**config.mk**
```make
export PLATFORM = sky130hd
export DESIGN_NAME = dispatch_stage
export DESIGN_NICKNAME = d
export VERILOG_FILES = /design/src/rtl/dispatch_stage_pkg.sv /design/src/rtl/dispatch_stage_buf.sv /design/src/rtl/dispatch_stage.sv
export SDC_FILE = /design/constraint.sdc
export NUM_CORES = 1
export LEC_CHECK = 0
export CORE_MARGIN = 2
export CORE_UTILIZATION = 50
export DETAILED_ROUTE_END_ITERATION = 7
export GPL_ROUTABILITY_DRIVEN = 0
export HOLD_SLACK_MARGIN = 0.1
export PLACE_DENSITY = 0.87
export SKIP_CTS_REPAIR_TIMING = 1
export SYNTH_ARGS = -nofsm -noshare
export SYNTH_HDL_FRONTEND = slang
export SYNTH_SLANG_ARGS = --single-unit
```
**constraint.sdc**
```tcl
create_clock -name clk -period 3.7 [get_ports clk]
set_input_delay 0.74 -clock clk [delete_from_list [all_inputs] [get_ports clk]]
set_output_delay 0.74 -clock clk [all_outputs]
set_load 0.02 [all_outputs]
```
**src/rtl/dispatch_stage_pkg.sv**
```systemverilog
// ---------------------------------------------------------------------------
// ooop_types : shared types for the out-of-order core front end.
//
// Contents:
//   N_PHYS_REGS / PREG_W : physical register file size and preg index width
//   ROB_TAG_W            : reorder-buffer tag width
//   DISP_DEPTH           : default dispatch queue depth
//   fu_type_t            : functional-unit class (FU_ALU / FU_LSU / FU_BRU)
//   rename_pkt_t         : packet produced by rename, consumed by dispatch
//   wake_pkt()           : applies one CDB broadcast to a packet's ready bits
// ---------------------------------------------------------------------------
package ooop_types;

    localparam int N_PHYS_REGS = 64;
    localparam int PREG_W      = $clog2(N_PHYS_REGS);
    localparam int ROB_TAG_W   = 5;
    localparam int DISP_DEPTH  = 2;

    typedef enum logic [1:0] {
        FU_ALU = 2'd0,
        FU_LSU = 2'd1,
        FU_BRU = 2'd2
    } fu_type_t;

    typedef struct packed {
        logic                 valid;
        fu_type_t             fu_type;
        logic [ROB_TAG_W-1:0] rob_tag;
        logic [PREG_W-1:0]    pdst;
        logic                 rs1_used;
        logic [PREG_W-1:0]    prs1;
        logic                 prs1_ready;
        logic                 rs2_used;
        logic [PREG_W-1:0]    prs2;
        logic                 prs2_ready;
    } rename_pkt_t;

    // A used source becomes ready when it names preg 0 (hard-wired ready) or
    // matches the broadcast tag. Unused sources are left untouched so that an
    // all-zero packet stays all-zero.
    function automatic rename_pkt_t wake_pkt(input rename_pkt_t       p,
                                             input logic              cdb_v,
                                             input logic [PREG_W-1:0] cdb_preg);
        rename_pkt_t r;
        r = p;
        if (p.rs1_used && ((p.prs1 == '0) || (cdb_v && (p.prs1 == cdb_preg))))
            r.prs1_ready = 1'b1;
        if (p.rs2_used && ((p.prs2 == '0) || (cdb_v && (p.prs2 == cdb_preg))))
            r.prs2_ready = 1'b1;
        return r;
    endfunction

endpackage

```
**src/rtl/dispatch_stage_buf.sv**
```systemverilog
// ---------------------------------------------------------------------------
// dispatch_buf : DEPTH-entry in-order circular FIFO of rename packets.
//
// Every valid entry snoops the CDB each cycle; a packet written this cycle
// also picks up a coincident broadcast. A flush empties the queue and takes
// priority over any push or pop in the same cycle.
//
// Ports:
//   clk, rst_n       clock, asynchronous active-low reset
//   i_flush          empty the queue at the next edge
//   i_push, i_pkt    write i_pkt at the tail (caller guarantees not full)
//   i_pop            retire the head entry (caller guarantees not empty)
//   i_cdb_valid      CDB broadcast valid
//   i_cdb_preg       CDB destination preg
//   o_head_v         head entry holds a packet
//   o_head_pkt       registered head packet
//   o_count          number of occupied entries
// ---------------------------------------------------------------------------
module dispatch_buf
    import ooop_types::*;
#(
    parameter int DEPTH = DISP_DEPTH
) (
    input  logic                       clk,
    input  logic                       rst_n,
    input  logic                       i_flush,
    input  logic                       i_push,
    input  rename_pkt_t                i_pkt,
    input  logic                       i_pop,
    input  logic                       i_cdb_valid,
    input  logic [PREG_W-1:0]          i_cdb_preg,
    output logic                       o_head_v,
    output rename_pkt_t                o_head_pkt,
    output logic [$clog2(DEPTH):0]     o_count
);

    localparam int PTR_W = $clog2(DEPTH);
    localparam int CNT_W = PTR_W + 1;

    rename_pkt_t        r_mem [DEPTH];
    logic [DEPTH-1:0]   r_vld;
    logic [PTR_W-1:0]   r_head;
    logic [PTR_W-1:0]   r_tail;
    logic [CNT_W-1:0]   r_count;

    always_ff @(posedge clk or negedge rst_n) begin
        if (!rst_n) begin
            r_head  <= '0;
            r_tail  <= '0;
            r_count <= '0;
            r_vld   <= '0;
            for (int i = 0; i < DEPTH; i++)
                r_mem[i] <= '0;
        end else if (i_flush) begin
            r_head  <= '0;
            r_tail  <= '0;
            r_count <= '0;
            r_vld   <= '0;
        end else begin
            for (int i = 0; i < DEPTH; i++)
                if (r_vld[i])
                    r_mem[i] <= wake_pkt(r_mem[i], i_cdb_valid, i_cdb_preg);
            // The tail slot is never valid when a push is allowed, so this
            // write cannot collide with the wakeup update above.
            if (i_push) begin
                r_mem[r_tail] <= wake_pkt(i_pkt, i_cdb_valid, i_cdb_preg);
                r_vld[r_tail] <= 1'b1;
                r_tail        <= r_tail + PTR_W'(1);
            end
            if (i_pop) begin
                r_vld[r_head] <= 1'b0;
                r_head        <= r_head + PTR_W'(1);
            end
            r_count <= r_count + CNT_W'(i_push) - CNT_W'(i_pop);
        end
    end

    assign o_head_v   = r_vld[r_head];
    assign o_head_pkt = r_mem[r_head];
    assign o_count    = r_count;

endmodule

```
**src/rtl/dispatch_stage.sv**
```systemverilog
// ---------------------------------------------------------------------------
// dispatch_stage : buffers renamed packets and issues the head packet to the
// ROB and to exactly one reservation station (ALU, LSU or BRU).
//
// Handshake: every downstream pair is valid/ready; a transfer happens in a
// cycle where valid and ready are both high. The head packet only leaves when
// the ROB and its selected RS both accept (fire); each side's valid is raised
// only when the other side is ready, so neither can take it alone. ready_out
// is a function of queue occupancy only, so rename never sees a combinational
// path from the downstream readies.
//
// Optional build macro DISPATCH_STATS_EN adds two saturating stall counters;
// without it both counter outputs are tied to zero.
//
// Ports:
//   clk, rst_n                 clock, asynchronous active-low reset
//   flush_i, recover_i         discard every buffered packet
//   valid_in, ready_out        rename -> dispatch handshake
//   pkt_in                     renamed packet
//   rob_valid_o, rob_ready_i   ROB allocate handshake
//   alu/lsu/bru_valid_o/_ready_i  RS issue handshakes
//   disp_pkt_o                 head packet with up-to-date ready bits
//   cdb_valid_i, cdb_preg_i    CDB broadcast snoop
//   stall_rob_cnt_o            cycles the head waited on the ROB
//   stall_rs_cnt_o             cycles the head waited on its RS
// ---------------------------------------------------------------------------
module dispatch_stage #(
    parameter int DEPTH       = ooop_types::DISP_DEPTH,
    parameter int N_PHYS_REGS = ooop_types::N_PHYS_REGS
) (
    input  logic                            clk,
    input  logic                            rst_n,
    input  logic                            flush_i,
    input  logic                            recover_i,
    input  logic                            valid_in,
    output logic                            ready_out,
    input  ooop_types::rename_pkt_t         pkt_in,
    output logic                            rob_valid_o,
    input  logic                            rob_ready_i,
    output logic                            alu_valid_o,
    input  logic                            alu_ready_i,
    output logic                            lsu_valid_o,
    input  logic                            lsu_ready_i,
    output logic                            bru_valid_o,
    input  logic                            bru_ready_i,
    output ooop_types::rename_pkt_t         disp_pkt_o,
    input  logic                            cdb_valid_i,
    input  logic [$clog2(N_PHYS_REGS)-1:0]  cdb_preg_i,
    output logic [31:0]                     stall_rob_cnt_o,
    output logic [31:0]                     stall_rs_cnt_o
);

    import ooop_types::*;

    localparam int CNT_W = $clog2(DEPTH) + 1;

    logic             w_kill;
    logic             w_push;
    logic             w_fire;
    logic             w_head_v;
    rename_pkt_t      w_head_pkt;
    rename_pkt_t      w_wake_pkt;
    logic [CNT_W-1:0] w_count;
    logic             w_sel_alu;
    logic             w_sel_lsu;
    logic             w_sel_bru;
    logic             w_tgt_ready;

    assign w_kill    = flush_i | recover_i;
    // While full, a same-cycle pop does not open a slot; that keeps
    // ready_out free of any downstream ready.
    assign ready_out = (w_count < CNT_W'(DEPTH));
    assign w_push    = valid_in & ready_out & ~w_kill;

    dispatch_buf #(
        .DEPTH(DEPTH)
    ) u_buf (
        .clk        (clk),
        .rst_n      (rst_n),
        .i_flush    (w_kill),
        .i_push     (w_push),
        .i_pkt      (pkt_in),
        .i_pop      (w_fire),
        .i_cdb_valid(cdb_valid_i),
        .i_cdb_preg (cdb_preg_i),
        .o_head_v   (w_head_v),
        .o_head_pkt (w_head_pkt),
        .o_count    (w_count)
    );

    assign w_sel_alu   = (w_head_pkt.fu_type == FU_ALU);
    assign w_sel_lsu   = (w_head_pkt.fu_type == FU_LSU);
    assign w_sel_bru   = (w_head_pkt.fu_type == FU_BRU);
    assign w_tgt_ready = (w_sel_alu & alu_ready_i) |
                         (w_sel_lsu & lsu_ready_i) |
                         (w_sel_bru & bru_ready_i);

    assign w_fire      = w_head_v & rob_ready_i & w_tgt_ready & ~w_kill;

    assign rob_valid_o = w_head_v & w_tgt_ready & ~w_kill;
    assign alu_valid_o = w_head_v & rob_ready_i & w_sel_alu & ~w_kill;
    assign lsu_valid_o = w_head_v & rob_ready_i & w_sel_lsu & ~w_kill;
    assign bru_valid_o = w_head_v & rob_ready_i & w_sel_bru & ~w_kill;

    // A broadcast landing in the dispatch cycle itself would be lost by the
    // RS, so it is folded into the outgoing ready bits here.
    assign w_wake_pkt = wake_pkt(w_head_pkt, cdb_valid_i, cdb_preg_i);

    always_comb begin
        disp_pkt_o       = w_wake_pkt;
        disp_pkt_o.valid = w_fire;
    end

`ifdef DISPATCH_STATS_EN
    logic [31:0] r_stall_rob_cnt;
    logic [31:0] r_stall_rs_cnt;

    // Free-running observability counters: saturate, ignore flush/recover.
    always_ff @(posedge clk or negedge rst_n) begin
        if (!rst_n) begin
            r_stall_rob_cnt <= '0;
            r_stall_rs_cnt  <= '0;
        end else begin
            if (w_head_v && !rob_ready_i && (r_stall_rob_cnt != '1))
                r_stall_rob_cnt <= r_stall_rob_cnt + 32'd1;
            if (w_head_v && rob_ready_i && !w_tgt_ready && (r_stall_rs_cnt != '1))
                r_stall_rs_cnt <= r_stall_rs_cnt + 32'd1;
        end
    end

    assign stall_rob_cnt_o = r_stall_rob_cnt;
    assign stall_rs_cnt_o  = r_stall_rs_cnt;
`else
    assign stall_rob_cnt_o = 32'd0;
    assign stall_rs_cnt_o  = 32'd0;
`endif

endmodule

```
Supply network:
Drawn at 4 px/um. Pins as bars on the die edge.
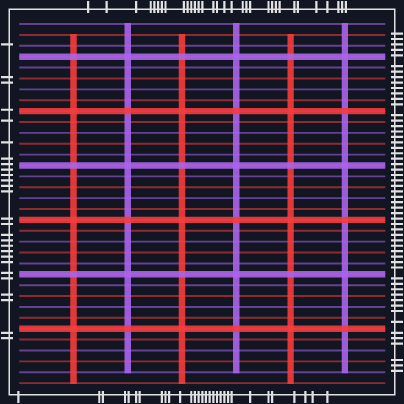
Key: VSS = red; VDD = purple
6 straps on met5. The core has 33 rows. 34 met1 rails follow the rows.
worst ir drop on vdd: 381 uV
Core Area: 0.00822 sq mm
die height: 96.0 um
die span in x: 96.0 um

Register map, names as in the netlist:
Drawn at 4 px/um. Other sequential cells in the stronger gray, the rest of the logic in the fainter gray.
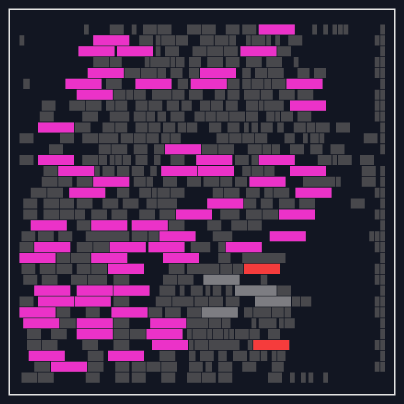
Key: `u_buf.r_mem` = magenta [sequential cells 58]; `u_buf.o_count` = red [sequential cells 2]
Another 4 sequential cells are not colored.
Register Area: 0.00161 sq mm
Seq area share: 31.2%
power in sequential cells: 0.000979 W
fin util: 62.6%

==> out/metrics.csv <==
stage,metric,value,unit
timing,final hold slack,479,ps
final_layout,ClkCell Share,4.40,%
critical_path,worst path arrival time,2710,ps
critical_path,WP buf/inv,1,
yosys,"top cells, area","dfrtp_1, mux2_2, buf_4",
yosys,Dominant comb cell,multiplexers,
global_route,initial antenna violation count,0,
power_and_ir_drop,Clk network pwr share,26.8,%
routing,metal3 WL,458,um
routing,Pre-Repair DR Iteration Count,4,
final_layout,#MultiIn Comb,285,
timing,cycle use final,93.4,%
power_and_ir_drop,leak pwr,2.22,nW
yosys,"area leader, netlist",dfrtp_1,
die,FP Core Util,51.5,%
yosys,distinct lib cells,40,
critical_path,"delay-heaviest family, CP",flip-flops,
yosys,Mapped Area,0.00423,sq mm
final_layout,number of flip-flops in the largest register,58,
critical_path,worst-case reg-to-reg path depth,10,
clocking,clk slew on worst S/H paths,80,ps
global_route,first-pass GRT wire length,15000,um
power_and_ir_drop,Internal Power,0.00168,W
run_status,status,"finished, final reports clean",
clocking,CTS tree,done,
routing,DR top layer,met4,
final_layout,ANT cells,0,
global_route,Total GRT Usage,21.3,%
critical_path,worst r2r src,u_buf.r_head$_DFFE_PN0P_,
global_route,met1 usage in global routing,27.2,%
final_layout,Logic area,0.00225,sq mm
die,Well Taps,105,
timing,"Slew Viols, Final",0,
timing,Final setup violation count,0,
yosys,YS chip area,0.00423,sq mm
critical_path,r2r setup slk,1000,ps
power_and_ir_drop,switch share,33.5,%
yosys,Synth Seq Share,37.8,%
routing,met2 WL,4740,um
power_and_ir_drop,Biggest consumer,sequential cells,
routing,DR vias/cell,5.18,
Clock routing:
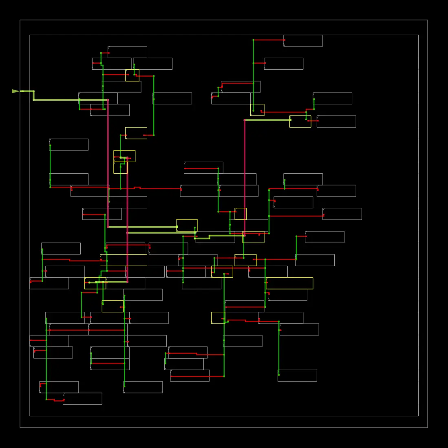
clk ins delay skew pair: 340 ps
Clk power: 0.000679 W
Flops: 64

Signal wires on met2:
Drawn at 4 px/um.
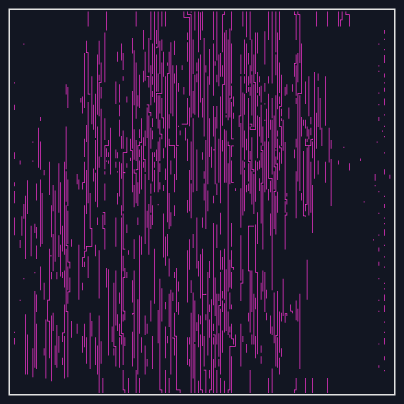
The longest straight run is 37.1 um. The layer holds 52% of the routed length. The layer carries 4740 um of wire. 481 nets have wire on it.
WL final: 9170 um
met2 Use GR: 36.3%
via count: 2973

Power is estimated from default activity; no workload was simulated.
